### Placement view, run 1

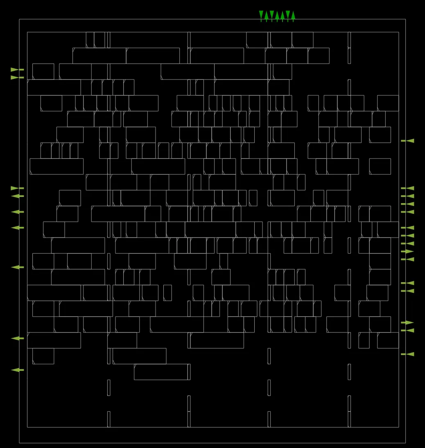
### Cells colored by class, run 1

Fill, decap, tap and diode cells in gray.
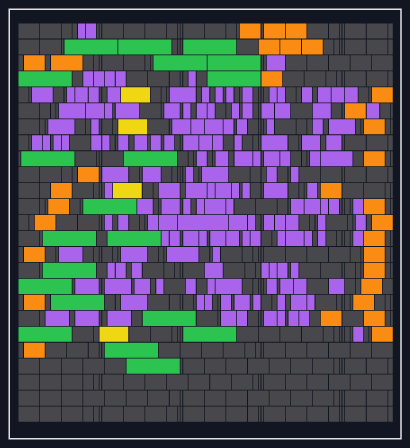
### Met3 routing, run 1

The bar under the picture is 20 um long.
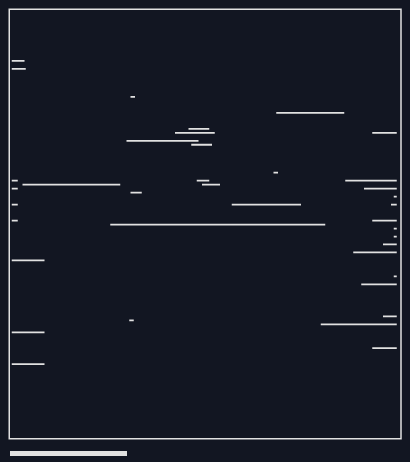
$ cat src/rtl/rr_lock_arbiter_pkg.sv
// rr_lock_arbiter_pkg: shared state type and one-hot decode helper for the lock arbiter
package rr_lock_arbiter_pkg;
  typedef enum logic {IDLE, GRANT} state_e;
  function automatic logic [4:0] onehot2bin(input logic [31:0] v);
    logic [4:0] b;
    b = '0;
    for (int i = 0; i < 32; i++) if (v[i]) b |= 5'(i);
    return b;
  endfunction
endpackage

$ cat src/rtl/rr_lock_arbiter_if.sv
// rr_lock_arbiter_if: request/grant bundle between requesters and the arbiter
interface rr_lock_arbiter_if #(parameter int WIDTH = 8);
  logic [WIDTH-1:0] req;
  logic [WIDTH-1:0] last;
  logic rr_en;
  logic [WIDTH-1:0] grant;
  logic [$clog2(WIDTH)-1:0] grant_id;
  logic grant_vld;
  modport master (output req, last, rr_en, input grant, grant_id, grant_vld);
  modport slave (input req, last, rr_en, output grant, grant_id, grant_vld);
endinterface

$ cat src/rtl/rr_lock_arbiter_arbiter.sv
// rr_lock_arbiter_arbiter: fixed-priority pick, lowest set index wins
module rr_lock_arbiter_arbiter #(parameter int WIDTH = 8) (
  input  logic [WIDTH-1:0] req,
  output logic [WIDTH-1:0] gnt
);
  assign gnt = req & (~req + WIDTH'(1));
endmodule

$ cat src/rtl/rr_lock_arbiter.sv
// rr_lock_arbiter: registered fixed/round-robin arbiter with grant locking and hold limit
module rr_lock_arbiter
  import rr_lock_arbiter_pkg::*;
#(
  parameter int WIDTH    = 8,
  parameter int MAX_HOLD = 16
) (
  input logic clk,
  input logic rst_n,
  rr_lock_arbiter_if.slave bus
);
  localparam int IW = $clog2(WIDTH);
  localparam int HW = (MAX_HOLD == 0) ? 1 : $clog2(MAX_HOLD + 1);
  state_e state;
  logic [WIDTH-1:0] grant, cand, hi, pick_hi, pick_all, winner, mask;
  logic [IW-1:0] ptr, grant_id, win_id;
  logic [HW-1:0] hold_cnt;
  logic grant_vld, rel, timeout, arb;
  assign timeout = (MAX_HOLD != 0) && (hold_cnt == HW'(MAX_HOLD));
  assign rel = (state == GRANT) && (~|(bus.req & grant) || |(bus.req & bus.last & grant) || timeout);
  assign arb = (state == IDLE) || rel;
  assign cand = bus.req & ~(rel ? grant : '0);
  assign mask = ~((WIDTH'(1) << ptr) - WIDTH'(1));
  assign hi = cand & mask;
  rr_lock_arbiter_arbiter #(.WIDTH(WIDTH)) u_hi (.req(hi), .gnt(pick_hi));
  rr_lock_arbiter_arbiter #(.WIDTH(WIDTH)) u_all (.req(cand), .gnt(pick_all));
  assign winner = (bus.rr_en && |hi) ? pick_hi : pick_all;
  assign win_id = IW'(onehot2bin(32'(winner)));
  assign bus.grant = grant;
  assign bus.grant_id = grant_id;
  assign bus.grant_vld = grant_vld;
  // lock the owner until release, then hand over in the same cycle without a bubble
  always_ff @(posedge clk or negedge rst_n) begin
    if (!rst_n) begin
      state <= IDLE;
      grant <= '0;
      grant_id <= '0;
      grant_vld <= 1'b0;
      ptr <= '0;
      hold_cnt <= '0;
    end else if (arb) begin
      grant <= winner;
      grant_vld <= |cand;
      state <= |cand ? GRANT : IDLE;
      if (|cand) begin
        grant_id <= win_id;
        ptr <= (win_id == IW'(WIDTH - 1)) ? '0 : win_id + IW'(1);
        hold_cnt <= HW'(1);
      end
    end else begin
      hold_cnt <= &hold_cnt ? hold_cnt : hold_cnt + HW'(1);
    end
  end
endmodule

$ cat src/flat_wrapper.sv
// flat-port wrapper written by rule: the top's interface ports become plain ports
module rr_lock_arbiter_flat import rr_lock_arbiter_pkg::*;
#(
  parameter int WIDTH    = 8,
  parameter int MAX_HOLD = 16
)
  (clk, rst_n, bus_req, bus_last, bus_rr_en, bus_grant, bus_grant_id, bus_grant_vld);
  rr_lock_arbiter_if #(.WIDTH(WIDTH)) bus_i ();
  input logic clk;
  input logic rst_n;
  input wire logic [$bits(bus_i.req)-1:0] bus_req;
  input wire logic [$bits(bus_i.last)-1:0] bus_last;
  input wire logic [$bits(bus_i.rr_en)-1:0] bus_rr_en;
  output wire logic [$bits(bus_i.grant)-1:0] bus_grant;
  output wire logic [$bits(bus_i.grant_id)-1:0] bus_grant_id;
  output wire logic [$bits(bus_i.grant_vld)-1:0] bus_grant_vld;
  assign bus_i.req = bus_req;
  assign bus_i.last = bus_last;
  assign bus_i.rr_en = bus_rr_en;
  assign bus_grant = bus_i.grant;
  assign bus_grant_id = bus_i.grant_id;
  assign bus_grant_vld = bus_i.grant_vld;
  rr_lock_arbiter #(.WIDTH(WIDTH), .MAX_HOLD(MAX_HOLD)) u_core (.clk(clk), .rst_n(rst_n), .bus(bus_i));
endmodule
$ cat config.mk
export PLATFORM = sky130hd
export DESIGN_NAME = rr_lock_arbiter_flat
export DESIGN_NICKNAME = d
export VERILOG_FILES = /design/src/rtl/rr_lock_arbiter_pkg.sv /design/src/rtl/rr_lock_arbiter_if.sv /design/src/rtl/rr_lock_arbiter_arbiter.sv /design/src/rtl/rr_lock_arbiter.sv /design/src/flat_wrapper.sv
export SDC_FILE = /design/constraint.sdc
export NUM_CORES = 1
export LEC_CHECK = 0
export CAP_MARGIN = 40
export CORE_ASPECT_RATIO = 1.1
export CORE_MARGIN = 1
export CORE_UTILIZATION = 35
export CTS_CLUSTER_DIAMETER = 60
export DETAILED_ROUTE_END_ITERATION = 16
export MAX_ROUTING_LAYER = met4
export PLACE_DENSITY = 0.66
export SYNTH_ARGS = -nofsm -noshare
export SYNTH_HDL_FRONTEND = slang
export SYNTH_SLANG_ARGS = --single-unit
$ cat constraint.sdc
create_clock -name clk -period 7.46 [get_ports clk]
set_input_delay 0.746 -clock clk [delete_from_list [all_inputs] [get_ports clk]]
set_output_delay 0.746 -clock clk [all_outputs]
set_load 0.02 [all_outputs]
==> tab_implementation.tex, run 1 <==
% Table of physical implementation metrics
\begin{tabular}{lr}
\hline
Metric & Value \\
\hline
\multicolumn{2}{l}{\textbf{Power and ir drop}} \\
\quad Switch Pwr & 421.8 uW \\
\quad Clock share of power & 9.8\% \\
\quad Leakage power figure & 0.8202 nW \\
\quad Combinational-cell power consumption & 549 uW \\
\quad Switching portion of total power & 49.43\% \\
\quad Clock network power & 83.2 uW \\
\quad Power per unit of standard cell area & 427.3 nW/um2 \\
\multicolumn{2}{l}{\textbf{Worst setup path}} \\
\quad Family of cells with the greatest summed delay on the critical path & AND-OR/OR-AND gates \\
\quad Nature of the critical path endpoint & register \\
\quad Data arrival time at the worst-slack endpoint & 4100 ps \\
\quad End of the worst register-to-register path & u\_core.ptr[2] \\
\quad Cell-by-cell listing of the critical path & clkdlybuf4s50\_1 -> a22o\_1 -> a221oi\_2 -> a31oi\_2 -> a31oi\_2 -> a211oi\_2 -> o21ai\_0 -> a2bb2oi\_2 -> nand3\_1 -> ha\_1 -> ha\_1 -> mux2\_1 \\
\quad Cell type of the slowest stage on the worst timing path & clkdlybuf4s50\_1 \\
\quad Length in cells of the worst reg-to-reg path & 13 \\
\multicolumn{2}{l}{\textbf{Clock network}} \\
\quad Deepest level of the CTS H-tree & 1 \\
\quad Insertion Delay late pin & 260 ps \\
\quad CTS tree & done \\
\quad Number of post-CTS setup repair buffers & 0 \\
\quad Sink count of the clock tree & 20 \\
\multicolumn{2}{l}{\textbf{Place}} \\
\quad Number of buffers inserted by port buffering & 30 \\
\multicolumn{2}{l}{\textbf{Final layout}} \\
\quad Multi-input logic portion of the cell area & 51.88\% \\
\quad Antenna fix cells & 0 \\
\quad Number of flip-flops under the largest register name & 8 \\
\quad Most frequent logic cell in the layout & nand2\_1 \\
\quad Top reg by flops & u\_core.bus.grant \\
\quad Fraction of layout instances using a drive strength above 1 & 8.597\% \\
\multicolumn{2}{l}{\textbf{Global route}} \\
\quad Pin count of the biggest net entering global routing & 17 \\
\quad Global router's overall resource usage & 20.79\% \\
\multicolumn{2}{l}{\textbf{STA}} \\
\quad Setup total negative slack & 0 ps \\
\quad Count of pins over their slew limit & 0 \\
\multicolumn{2}{l}{\textbf{Route}} \\
\quad Metal-1 WL & 2.166 mm \\
\quad Post-DRT Antenna Nets & 0 \\
\multicolumn{2}{l}{\textbf{Synthesis}} \\
\quad Dominant kind of combinational cell & AND-OR/OR-AND gates \\
\quad Most instantiated flip-flop cell in the synthesis netlist & dfrtp\_1 \\
\multicolumn{2}{l}{\textbf{Floorplan}} \\
\quad Overall die area & 4850 um2 \\
\quad Starting Density & 36.83\% \\
\multicolumn{2}{l}{\textbf{Status}} \\
\quad Outcome & finished clean \\
\multicolumn{2}{l}{\textbf{Run}} \\
\quad Number of OpenROAD warnings & 27 \\
\hline
\end{tabular}
Back to the opening pictures, 'Placement view':
utilization after layout: 45.93%
Core Box Area: 4348 um2
# fillers: 452
seq_cells: 20
post-layout instance count excluding filler cells: 275

Back to the opening pictures, 'Cells colored by class':
Key: yellow = clock drivers and dummy loads [cells 4, share of their area 2.9%]; orange = other buffers and delay cells [cells 31, share of their area 16%]; green = flops [cells 20, share of their area 26%]; purple = all other logic [cells 166, share of their area 55%]
summed area of non-filler cells in the final layout: 1997 um2
Std-Cell Rows: 25
Seq/total area: 25.06%

Back to the opening pictures, 'Met3 routing':
The wires run mostly horizontal. 34 nets have wire on it.
via count: 1558
total wirelength of the detailed-routed design: 4.446 mm
met3 track demand over resource in global routing: 2.031%

==> inputs of run 2 (changes only) <==
Settings changed: PLACE_DENSITY 0.66 to 0.68.
Clock period 7.46 ns to 3.5 ns, I/O delays scaled along.
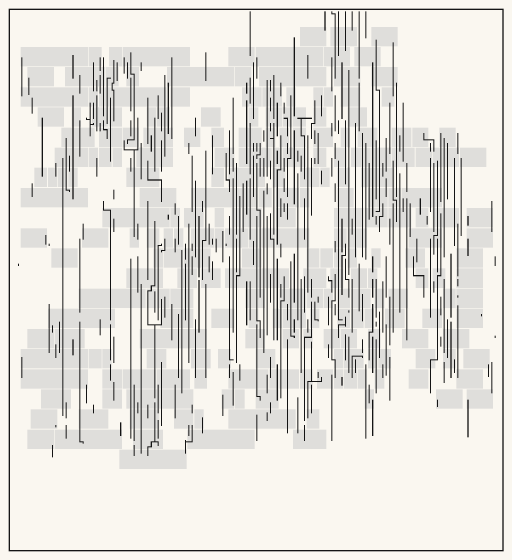
*M2 wires, run 2*
The layer carries 2100 um of wire. 230 nets have wire on it. The longest straight run is 34.7 um. The layer holds 46% of the routed length.
total wirelength of the detailed-routed design: 4.547 mm
met2 Use GR: 33.11%
via count: 1668

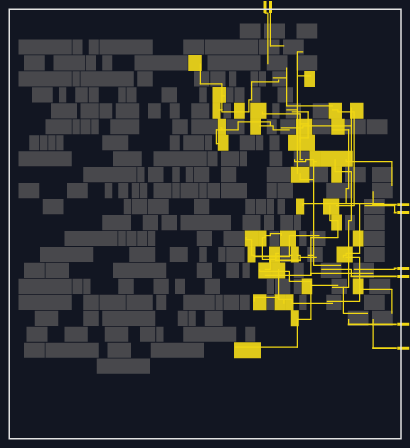
*Wires at chosen ports, followed through buffers, run 2*
Key: yellow = bus_req [direction input, edge 6 right, 2 top, end cells 38, buffers 16, wire 515 um]
number of buffers inserted by port buffering: 30
number of top-level pins: 31

==> tab_implementation.tex, run 2 <==
% Table of physical implementation metrics
\begin{tabular}{lr}
\hline
Metric & Value \\
\hline
\multicolumn{2}{l}{\textbf{Final layout}} \\
\quad Antenna fix cells & 0 \\
\quad Seq/total area & 23.20\% \\
\quad Most frequent logic cell in the layout & nand2\_1 \\
\quad Top reg by flops & u\_core.bus.grant \\
\quad Seq\_cells & 20 \\
\quad Multi-input logic portion of the cell area & 48.09\% \\
\quad Number of flip-flops under the largest register name & 8 \\
\quad Fraction of layout instances using a drive strength above 1 & 17.28\% \\
\multicolumn{2}{l}{\textbf{Worst setup path}} \\
\quad Family of cells with the greatest summed delay on the critical path & AND-OR/OR-AND gates \\
\quad Cell-by-cell listing of the critical path & clkdlybuf4s50\_1 -> a22o\_1 -> a221oi\_2 -> a31oi\_2 -> buf\_4 -> a31oi\_1 -> nand3b\_1 -> o32a\_1 -> o32a\_1 -> nand4\_2 -> ha\_1 -> ha\_1 -> mux2\_1 \\
\quad Cell type of the slowest stage on the worst timing path & clkdlybuf4s50\_1 \\
\quad Data arrival time at the worst-slack endpoint & 3460 ps \\
\quad Largest fanout on the critical path & 7 \\
\quad Length in cells of the worst reg-to-reg path & 13 \\
\quad Nature of the critical path endpoint & register \\
\quad End of the worst register-to-register path & u\_core.ptr[2] \\
\quad Worst reg2reg path startpoint & u\_core.hold\_cnt[0] \\
\multicolumn{2}{l}{\textbf{Clock network}} \\
\quad Clock slew seen by the registers of the worst setup and hold paths & 70 ps \\
\quad Insertion Delay late pin & 250 ps \\
\quad Deepest level of the CTS H-tree & 1 \\
\quad CTS tree & done \\
\multicolumn{2}{l}{\textbf{Floorplan}} \\
\quad Std-Cell Rows & 25 \\
\quad Starting Density & 36.83\% \\
\quad Number of well taps & 54 \\
\multicolumn{2}{l}{\textbf{Power and ir drop}} \\
\quad Clock share of power & 7.6\% \\
\quad Power per unit of standard cell area & 906.1 nW/um2 \\
\quad Switching portion of total power & 47.39\% \\
\quad Clock network power & 148 uW \\
\quad Leakage power figure & 0.9235 nW \\
\quad Combinational-cell power consumption & 1.33 mW \\
\multicolumn{2}{l}{\textbf{Synthesis}} \\
\quad Max-area cell share & 31.25\% \\
\quad Dominant kind of combinational cell & AND-OR/OR-AND gates \\
\quad Most instantiated flip-flop cell in the synthesis netlist & dfrtp\_1 \\
\quad Synth top area cells & dfrtp\_1 (31\%), nand2\_1 (8.0\%), ha\_1 (3.9\%) \\
\quad Post-Syn Instances & 192 \\
\multicolumn{2}{l}{\textbf{Global route}} \\
\quad Met3 track demand over resource in global routing & 1.563\% \\
\quad Pin count of the biggest net entering global routing & 16 \\
\quad Global router's overall resource usage & 20.63\% \\
\multicolumn{2}{l}{\textbf{Route}} \\
\quad Metal-1 WL & 2.262 mm \\
\quad Post-DRT Antenna Nets & 0 \\
\multicolumn{2}{l}{\textbf{Run}} \\
\quad Number of OpenROAD warnings & 27 \\
\multicolumn{2}{l}{\textbf{STA}} \\
\quad Setup total negative slack & 0 ps \\
\quad Count of pins over their slew limit & 0 \\
\multicolumn{2}{l}{\textbf{Status}} \\
\quad Outcome & finished clean \\
\hline
\end{tabular}
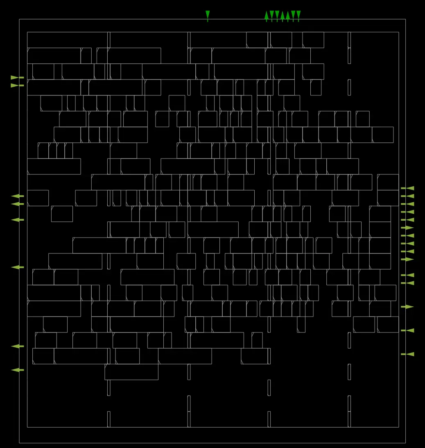
*Placement view, run 2*
utilization after layout: 49.61%
# fillers: 433
post-layout instance count excluding filler cells: 297

Power and IR drop assume default switching activity.
